==> config.mk <==
export PLATFORM = sky130hd
export DESIGN_NAME = mem_stage
export DESIGN_NICKNAME = d
export VERILOG_FILES = /design/src/rtl/mem_stage_pkg.sv /design/src/rtl/mem_stage_align.sv /design/src/rtl/mem_stage.sv
export SDC_FILE = /design/constraint.sdc
export NUM_CORES = 1
export LEC_CHECK = 0
export ABC_AREA = 1
export ABC_CLOCK_PERIOD_IN_PS = 2000
export CORE_MARGIN = 1.5
export CORE_UTILIZATION = 39
export CTS_CLUSTER_DIAMETER = 100
export DETAILED_ROUTE_END_ITERATION = 6
export GPL_ROUTABILITY_DRIVEN = 1
export PLACE_DENSITY = 0.85
export SLEW_MARGIN = 20
export SYNTH_ARGS = -nofsm -noshare
export SYNTH_HDL_FRONTEND = slang
export SYNTH_SLANG_ARGS = --single-unit
==> constraint.sdc <==
create_clock -name clk -period 2 [get_ports clk]
set_clock_uncertainty 0.1 [all_clocks]
set_input_delay 0.4 -clock clk [delete_from_list [all_inputs] [get_ports clk]]
set_output_delay 0.4 -clock clk [all_outputs]
set_load 0.05 [all_outputs]
logic_types.png
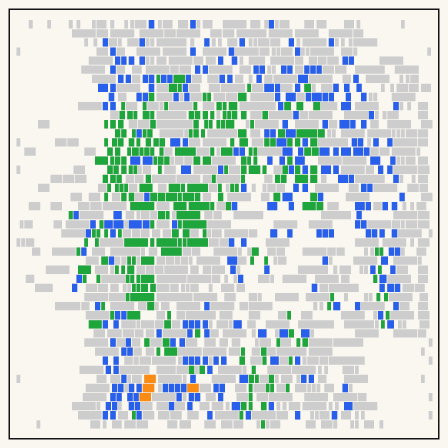
| family | colour | cells |
|---|---|---|
| inverting AOI/OAI gates | blue | 257 |
| NAND gates | green | 250 |
| AND-OR and OR-AND gates | orange | 4 |
fin cells: 1,361
Comb area share: 35.4%
commonest non-fill, non-tap cell in the layout: nand2_1

layer_met2.png
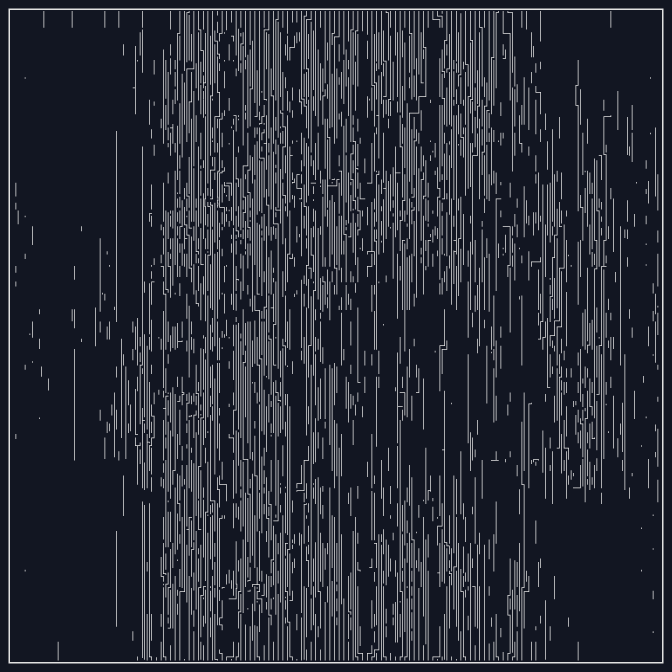
main direction: vertical
wire length on this layer: 11,200 um
final WL: 23,700 um
via count: 7,320
GR met2 Demand/Resource: 45.4%

wires.png
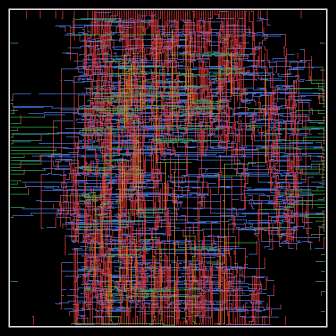
| layer | colour | wire length |
|---|---|---|
| metal 1 | blue | 9,510 um |
| metal 3 | green | 1,930 um |
| metal 2 | red | 11,200 um |
| metal 4 | orange | 1,090 um |
routed len/inst: 17.4 um
Total GRT Usage: 27.5%

==> impl_metrics.yaml <==
# synthesis and place-and-route metrics
layout:
  area_growth_pct: 60.6
  fin_nets: 1245
  layout-drive-gt1-share_pct: 23.2
worst_hold_path:
  hp-class: "reg -> reg"
  hold_path_depth: 2
sta:
  hold_viol: 0
  setup_viol: 31
  fmax_mhz: 460
  fin_ws_ps: -174
  drv_slew: 0
  maxSlewHeadroom_pct: 63.8
  fin_crit_ps: 2170
place:
  dp.cells: 1316
  gp_congestion: 0.946
route:
  dr.max_layer_used: "met4"
  dr.pass1.iters: 6
clock_network:
  clk_pin_slew_worst_paths_ps: 50
yosys:
  syn-cell-area_um2: 6100
  netlist_instances: 874
  compound_area_share_pct: 23.1
  ys.flops: 118
  yosys_cells: 874
  synth-adder-area-share_pct: 0
  xor_share_pct: 0
  syn_area_per_cell_um2: 6.97
status:
  status: "finished, violations left"
  violations: "setup timing"
setup_path:
  cp_top_family: "simple AND/OR/NAND/NOR gates"
  worst_path_max_delay_cell: "clkdlybuf4s50_1"
  crit_buf_inv: 3
  crit_type: "in -> reg"
  worstPathMaxFanout: 8
global_route:
  antenna_found_initial: 1
  grt_pass1_wl_um: 35300
  grt_pass1_vias: 6802
floorplan:
  die_h_um: 128
pwr:
  leakagePower_nw: 4.50
run:
  timing.max_cap.violations: 0
Yosys cell counts, drive strengths merged:
cell type  instances  area (um2)
o21ai            110         551
nor2              98         392
a31oi              7        43.8
or2                1        6.26
nand3b             7        52.6
a21boi             1        7.51
conb               1        3.75
nand3             79         448
o211ai             9        67.6
nand2            162         668
a32o               4        40.0
nor3               5        30.0
inv               45         174
dfxtp            118        2360
clkbuf            42         158
a21oi            128         682
buf               54         390
o31ai              1        7.51
clkinv             1        3.75
o311ai             1        8.76
tightest hold or removal path, cell delays in order, from the launching register on:
cell and delay [ps]:
dfxtp_1 310, nand2_1 50, a31oi_1 70
logic make-up after synthesis:
kind of cell | after synthesis
AND-OR/OR-AND | 261
buffers and inverters | 142
flip-flops | 118
other | 1
AND/OR/NAND/NOR | 352
report_power, final:
group	switching [W]	leakage (nW)	internal (W)
Combinational	0.00184	3.21	0.000978
Clock	0.00111	0.320	0.00234
Sequential	0.0000979	0.974	0.00255
what timing repair did:
item,CTS,global route
buffers inserted,7,2
hold buffers,0,0
gates cloned,1,2
resized,135,32
pin swaps,15,16
setup endpoints to repair,87,59
cell type report:
cell class,instances,area [um2]
sequential,118,2360
clock inverter,8,168
antenna,1,2.50
multi-input combinational,650,3470
timing repair buffer,303,2850
fill,1241,5470
tap,211,264
clock buffer,24,492
inverter,46,188
layer usage:
metal | vias to the layer above | GRT usage (%)
met3 | 104 | 5.59
met5 | - | 0
li1 | 3397 | -
met2 | 443 | 45.4
met4 | 0 | 14.7
met1 | 3376 | 33.7
stage by stage:
step	setup TNS (ps)	utilization, %	instance area (um2)	hold slack (ps)
floorplan	0	-	6230	351
global route	-6250	64.2	9790	396
CTS	-493	63.0	9620	372
detailed placement	-38620	56.8	8670	364
finish	-3700	64.2	9790	371
global placement	-32680	56.8	8670	356
Power figures rest on the tool's default switching activity, not on a simulated workload.
